==> images/placement.png <==
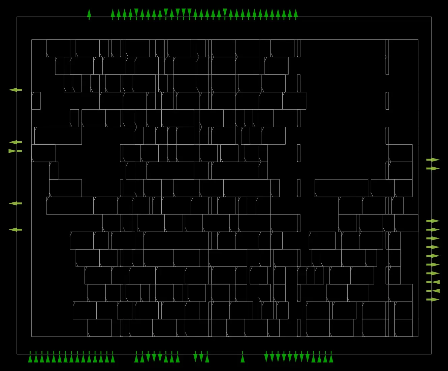
==> images/layer_met2.png <==
Drawn at 8 px/µm. Cells faint in the background.
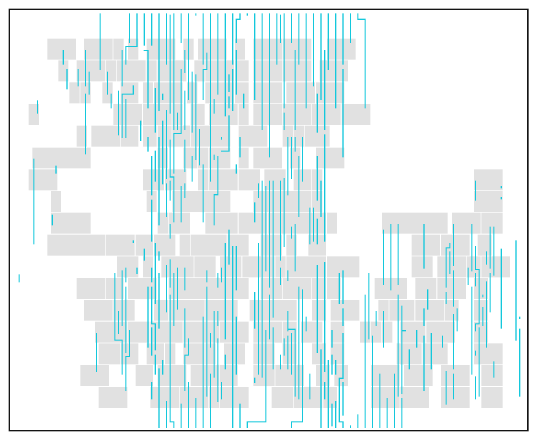
==> images/sizes.png <==
Drawn at 4 px/µm.
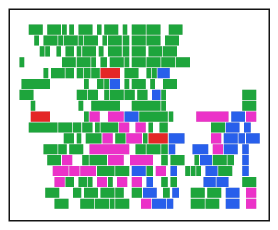
### config.mk
export PLATFORM = sky130hd
export DESIGN_NAME = alu_sequencer
export DESIGN_NICKNAME = d
export VERILOG_FILES = /design/src/rtl/mini_src_pkg.sv /design/src/rtl/reg_decoder.sv /design/src/rtl/alu_sequencer.sv
export SDC_FILE = /design/constraint.sdc
export NUM_CORES = 1
export LEC_CHECK = 0
export CORE_ASPECT_RATIO = 0.8
export CORE_MARGIN = 2
export CORE_UTILIZATION = 28
export CTS_CLUSTER_DIAMETER = 30
export DETAILED_ROUTE_END_ITERATION = 16
export HOLD_SLACK_MARGIN = 0.12
export PLACE_DENSITY = 0.85
export SLEW_MARGIN = 20
export SYNTH_ARGS = -nofsm -noshare
export SYNTH_HDL_FRONTEND = slang
export SYNTH_SLANG_ARGS = --single-unit
export TNS_END_PERCENT = 1
### constraint.sdc
create_clock -name clock -period 4.1 [get_ports clock]
set_input_delay 1.025 -clock clock [delete_from_list [all_inputs] [get_ports clock]]
set_output_delay 1.025 -clock clock [all_outputs]
set_load 0.02 [all_outputs]
### src/rtl/mini_src_pkg.sv
// Shared definitions for the mini SRC control slice.
//   state_t        : sequencer states IDLE, T0..T6
//   OP_*           : opcode constants decoded from ir[31:27]
//   *_MSB / *_LSB  : ir field bit positions (opcode, ra, rb, rc)
//   ALU_PC_INC     : ALU_Control code used for the PC increment in T0
//   is_* helpers   : opcode classification used by the sequencer
// Optional feature macro: MULDIV_EN (makes MUL/DIV legal opcodes).
package mini_src_pkg;

  typedef enum logic [2:0] {
    S_IDLE,
    S_T0,
    S_T1,
    S_T2,
    S_T3,
    S_T4,
    S_T5,
    S_T6
  } state_t;

  localparam logic [4:0] OP_ADD = 5'b00000;
  localparam logic [4:0] OP_SUB = 5'b00001;
  localparam logic [4:0] OP_AND = 5'b00010;
  localparam logic [4:0] OP_OR  = 5'b00011;
  localparam logic [4:0] OP_SHL = 5'b00100;
  localparam logic [4:0] OP_NOT = 5'b00101;
  localparam logic [4:0] OP_NEG = 5'b00110;
  localparam logic [4:0] OP_SHR = 5'b00111;
  localparam logic [4:0] OP_ROL = 5'b01000;
  localparam logic [4:0] OP_ROR = 5'b01001;
  localparam logic [4:0] OP_MUL = 5'b01111;
  localparam logic [4:0] OP_DIV = 5'b10000;

  localparam int unsigned OPC_MSB = 31;
  localparam int unsigned OPC_LSB = 27;
  localparam int unsigned RA_MSB  = 26;
  localparam int unsigned RA_LSB  = 23;
  localparam int unsigned RB_MSB  = 22;
  localparam int unsigned RB_LSB  = 19;
  localparam int unsigned RC_MSB  = 18;
  localparam int unsigned RC_LSB  = 15;

  localparam logic [4:0] ALU_PC_INC = 5'b00000;

  function automatic logic is_binary(input logic [4:0] op);
    case (op)
      OP_ADD, OP_SUB, OP_AND, OP_OR,
      OP_SHL, OP_SHR, OP_ROL, OP_ROR: return 1'b1;
      default:                        return 1'b0;
    endcase
  endfunction

  function automatic logic is_unary(input logic [4:0] op);
    return (op == OP_NOT) || (op == OP_NEG);
  endfunction

  // Constant 0 when the multiply/divide unit is not built, which makes
  // T6 unreachable without any further guarding in the sequencer.
  function automatic logic is_muldiv(input logic [4:0] op);
`ifdef MULDIV_EN
    return (op == OP_MUL) || (op == OP_DIV);
`else
    return (op != op);
`endif
  endfunction

  function automatic logic is_legal(input logic [4:0] op);
    return is_binary(op) || is_unary(op) || is_muldiv(op);
  endfunction

endpackage

### src/rtl/reg_decoder.sv
// One-hot register select decoder.
//   index  : 4-bit register number R0..R15
//   enable : when low, the output vector is all zero
//   onehot : 16-bit vector with bit [index] set when enabled
module reg_decoder (
  input  logic [3:0]  index,
  input  logic        enable,
  output logic [15:0] onehot
);

  always_comb begin
    onehot = '0;
    if (enable) onehot[index] = 1'b1;
  end

endmodule

### src/rtl/alu_sequencer.sv
// Fetch/execute control sequencer for the mini SRC datapath.
// Ports:
//   clock, clear        : rising-edge clock, synchronous active-high reset
//   start               : request one instruction (sampled only in IDLE)
//   ir[31:0]            : instruction register from the datapath
//   Rin, Rout[15:0]     : one-hot register load / bus-drive enables
//   PCout..LOin         : datapath strobes
//   ALU_Control[4:0]    : ALU operation select
//   busy                : high whenever not in IDLE
//   done, illegal       : one-cycle completion / bad-opcode pulses
// Optional feature macro: MULDIV_EN (MUL/DIV with a T6 HI-write cycle).
// Without it HIin, LOin and Zhighout are tied low.
module alu_sequencer
  import mini_src_pkg::*;
(
  input  logic        clock,
  input  logic        clear,
  input  logic        start,
  input  logic [31:0] ir,
  output logic [15:0] Rin,
  output logic [15:0] Rout,
  output logic        PCout,
  output logic        PCin,
  output logic        IncPC,
  output logic        MARin,
  output logic        Read,
  output logic        MDRin,
  output logic        MDRout,
  output logic        IRin,
  output logic        Yin,
  output logic        Zin,
  output logic        Zlowout,
  output logic        Zhighout,
  output logic        HIin,
  output logic        LOin,
  output logic [4:0]  ALU_Control,
  output logic        busy,
  output logic        done,
  output logic        illegal
);

  state_t      state;
  state_t      state_nxt;

  logic [4:0]  opcode;
  logic [3:0]  ra;
  logic [3:0]  rb;
  logic [3:0]  rc;
  logic        legal_op;
  logic        unary_op;
  logic        muldiv_op;

  logic        rin_en;
  logic        rout_en;
  logic [3:0]  rout_idx;

  // Low ir bits carry immediates/unused fields that this sequencer ignores.
  logic        unused_ir_bits;
  assign unused_ir_bits = ^ir[RC_LSB-1:0];

  assign opcode    = ir[OPC_MSB:OPC_LSB];
  assign ra        = ir[RA_MSB:RA_LSB];
  assign rb        = ir[RB_MSB:RB_LSB];
  assign rc        = ir[RC_MSB:RC_LSB];
  assign legal_op  = is_legal(opcode);
  assign unary_op  = is_unary(opcode);
  assign muldiv_op = is_muldiv(opcode);

  // State register plus the two pulse flops.
  always_ff @(posedge clock) begin
    if (clear) begin
      state   <= S_IDLE;
      done    <= 1'b0;
      illegal <= 1'b0;
    end else begin
      state   <= state_nxt;
      done    <= ((state == S_T5) && !muldiv_op) || (state == S_T6);
      illegal <= (state == S_T3) && !legal_op;
    end
  end

  always_comb begin
    state_nxt = state;
    case (state)
      S_IDLE:  if (start) state_nxt = S_T0;
      S_T0:    state_nxt = S_T1;
      S_T1:    state_nxt = S_T2;
      S_T2:    state_nxt = S_T3;
      S_T3:    state_nxt = legal_op ? S_T4 : S_IDLE;
      S_T4:    state_nxt = S_T5;
      S_T5:    state_nxt = muldiv_op ? S_T6 : S_IDLE;
      S_T6:    state_nxt = S_IDLE;
      default: state_nxt = S_IDLE;
    endcase
  end

  always_comb begin
    PCout       = 1'b0;
    PCin        = 1'b0;
    IncPC       = 1'b0;
    MARin       = 1'b0;
    Read        = 1'b0;
    MDRin       = 1'b0;
    MDRout      = 1'b0;
    IRin        = 1'b0;
    Yin         = 1'b0;
    Zin         = 1'b0;
    Zlowout     = 1'b0;
`ifdef MULDIV_EN
    Zhighout    = 1'b0;
    HIin        = 1'b0;
    LOin        = 1'b0;
`endif
    ALU_Control = '0;
    rin_en      = 1'b0;
    rout_en     = 1'b0;
    rout_idx    = rb;
    busy        = (state != S_IDLE);
    case (state)
      S_T0: begin
        PCout       = 1'b1;
        MARin       = 1'b1;
        IncPC       = 1'b1;
        Zin         = 1'b1;
        ALU_Control = ALU_PC_INC;
      end
      S_T1: begin
        Zlowout = 1'b1;
        PCin    = 1'b1;
        Read    = 1'b1;
        MDRin   = 1'b1;
      end
      S_T2: begin
        MDRout = 1'b1;
        IRin   = 1'b1;
      end
      S_T3: begin
        if (legal_op) begin
          rout_en  = 1'b1;
          rout_idx = rb;
          Yin      = 1'b1;
        end
      end
      S_T4: begin
        // Only legal opcodes reach T4; every non-unary op reads rc.
        Zin         = 1'b1;
        ALU_Control = opcode;
        if (!unary_op) begin
          rout_en  = 1'b1;
          rout_idx = rc;
        end
      end
      S_T5: begin
        Zlowout = 1'b1;
`ifdef MULDIV_EN
        if (muldiv_op) LOin   = 1'b1;
        else           rin_en = 1'b1;
`else
        rin_en = 1'b1;
`endif
      end
`ifdef MULDIV_EN
      S_T6: begin
        Zhighout = 1'b1;
        HIin     = 1'b1;
      end
`endif
      default: begin
      end
    endcase
  end

`ifndef MULDIV_EN
  assign Zhighout = 1'b0;
  assign HIin     = 1'b0;
  assign LOin     = 1'b0;
`endif

  reg_decoder u_rin_dec (
    .index  (ra),
    .enable (rin_en),
    .onehot (Rin)
  );

  reg_decoder u_rout_dec (
    .index  (rout_idx),
    .enable (rout_en),
    .onehot (Rout)
  );

endmodule
==> out/results.tsv <==
metric	value	unit
status	finished clean	
dp_hpwl	2.28	mm
place_congestion	0.779	
postRouteAntennaNets	0	
grt.total_usage	0.173	
edf_count	0	
rows	17	
fp.dieW	64.6	µm
worst-slew-pin-transition	529	ps
htree_levels	1	
inv_count	6	
setup_tns	0	ps
num_io_pins	89	
cp.arrival	3020	ps
syn_area	823	µm²
largest_class	non-clock buffers	
clock_area_frac	0.0274	
fp_util	0.295	
hold_class	flop to flop	
die_h	52.5	µm
seq-cell-share	0.0609	
rsz0062_at_grt	yes	
ys_cells	123	
p_sw_frac	0.341	
ys.flop_type	dfxtp_1	
numCtsBuffers	3	
sh_comb_area	0.430	
comb_area	707	µm²
logic_gate_count	101	
nNetsFinal	235	
first_pass_iters	4	
powerDensity	167	nW/µm²
start_kind	input port	
clock_path_buffers	2	
synth_flops	5	
syn_avg_cell_area	6.69	µm²
post-cts-setup-buffer-count	0	
clock_buffers	4	
postSynthSeqShare	0.122	
n_tap_cell	38	
grt_max_degree	11	
pwr-share-clk	0.339	
placed_cells	231	
seq_power_share	0.210	
nonClkBufAreaFrac	0.439	
max_freq	247	MHz
drive_above_1_share	0.294	
critPathTopFamily	simple AND/OR/NAND/NOR gates	
grt_pass1_wl	4.51	mm
ys_area	823	µm²
clock_skew	1.29	ps
worstSetupPathType	input port to output pin	
io_buffers	70	
hold_buffers	0	
cts_resized	90	
regArea	100	µm²
cp_max_fo	8	
synthCells	123	
grt_overflow_total	0	
fin_crit_sh	0.987	
crit_chain	clkdlybuf4s50_1 -> inv_1 -> ha_1 -> or2b_4 -> a2111oi_4 -> and3b_2 -> nor3_2 -> buf_4	
clk_pin_slew_worst_paths	40	ps
grt_pass1_vias	970	
hold_viol	0	
worst_ep_required_time	3070	ps
finalInstanceArea	1640	µm²
yosys_warnings	0	
setup_violations	0	
slowest_delay	470	ps
first_iter_violations	35	
ys_types	37	
p_leak	0.687	nW
p_switching	0.0937	mW
drc_errors	0	
max_slew_margin	0.637	
wl_per_cell	12.3	µm
cap_violations	0	
crit_slowest_cell	clkdlybuf4s50_1	
cts_root_buf	clkbuf_8	
place_area	1560	µm²
max-vdd-ir-drop	0.164	mV
ys_async_sr_fraction	0	
Back to the opening pictures, placement.png:
fin util: 0.590
core area: 2790 µm²
FFs & Latches: 5
Finished Layout Cells: 235
Fill cells: 244

Back to the opening pictures, layer_met2.png:
The layer carries 1490 µm of wire. The wires run mostly vertical. The layer holds 51% of the routed length. 192 nets have wire on it. The longest straight run is 24.5 µm.
Vias: 1099
Total Routed Length: 2.90 mm

Back to the opening pictures, sizes.png:
_0 and _1 cells: drawn in green, cells 139, share 71%, most used clkdlybuf4s50_1. _3 and _4 cells: drawn in magenta, cells 25, share 13%, most used buf_4. _6 and larger: drawn in red, cells 3, share 1.5%, most used clkbuf_8. _2 cells: drawn in blue, cells 30, share 15%, most used buf_2.
worst setup margin: 54.1 ps
area grow syn2layout: 99.5%

==> cell usage after synthesis (all sizes together) (2+ instances only) <==
cell type,count,share of area
dfxtp,5,0.12
or3b,2,0.024
o211ai,2,0.018
nand2,7,0.032
and3b,2,0.023
mux2,2,0.027
nor3,21,0.13
buf,12,0.12
inv,6,0.027
and2b,5,0.053
a211oi,2,0.018
and2,5,0.038
nand2b,3,0.023
mux2i,4,0.049
or4,2,0.018
nor2,25,0.11
ha,2,0.030
==> worst min-delay path, stage by stage (launching register included) <==
cell      delay [ps]
dfxtp_1          350
nor2_1           120
a211oi_1          50
==> logic make-up after synthesis <==
group,Yosys count,share of synthesized area
AND/OR/NAND/NOR,80,0.524
buffers and inverters,19,0.147
AND-OR/OR-AND,10,0.0957
multiplexers,6,0.0760
flip-flops,5,0.122
adder cells (fa/ha/maj),2,0.0304
other,1,0.00455
==> power by group through the flow <==
stage	logic [mW]	registers, mW	clock network (mW)
final	0.124	0.0577	0.0930
after global routing	0.134	0.0587	0.103
after CTS	0.121	0.0577	0.0965
after detailed placement	0.116	0.0584	0
after global placement	0.115	0.0582	0
after floorplan	0.0675	0.0551	0
==> routing by layer <==
layer | share of wire | wire (µm) | vias to the layer above | global-route usage
met5 | 0 | 0 | - | 0
met1 | 0.43 | 1240 | 513 | 0.207
li1 | - | - | 556 | -
met4 | 0.011 | 31 | 0 | 0.0426
met3 | 0.046 | 132 | 5 | 0.0559
met2 | 0.51 | 1490 | 25 | 0.302
==> path summary, 6_finish.rpt <==
check        startpoint        to  slack (ps)  depth (start not counted)
max              ir[27]  Rout[10]          50                          8
min            state[2]  state[2]         570                          2
max reg2reg    state[2]  state[0]        2650                          4
min reg2reg    state[2]  state[2]         570                          2
==> state kept, by name, indices dropped and copies added (netlist names) <==
signal	flops
done	1
illegal	1
state	3
No activity file was given, so power comes from the tool's default toggle rates.
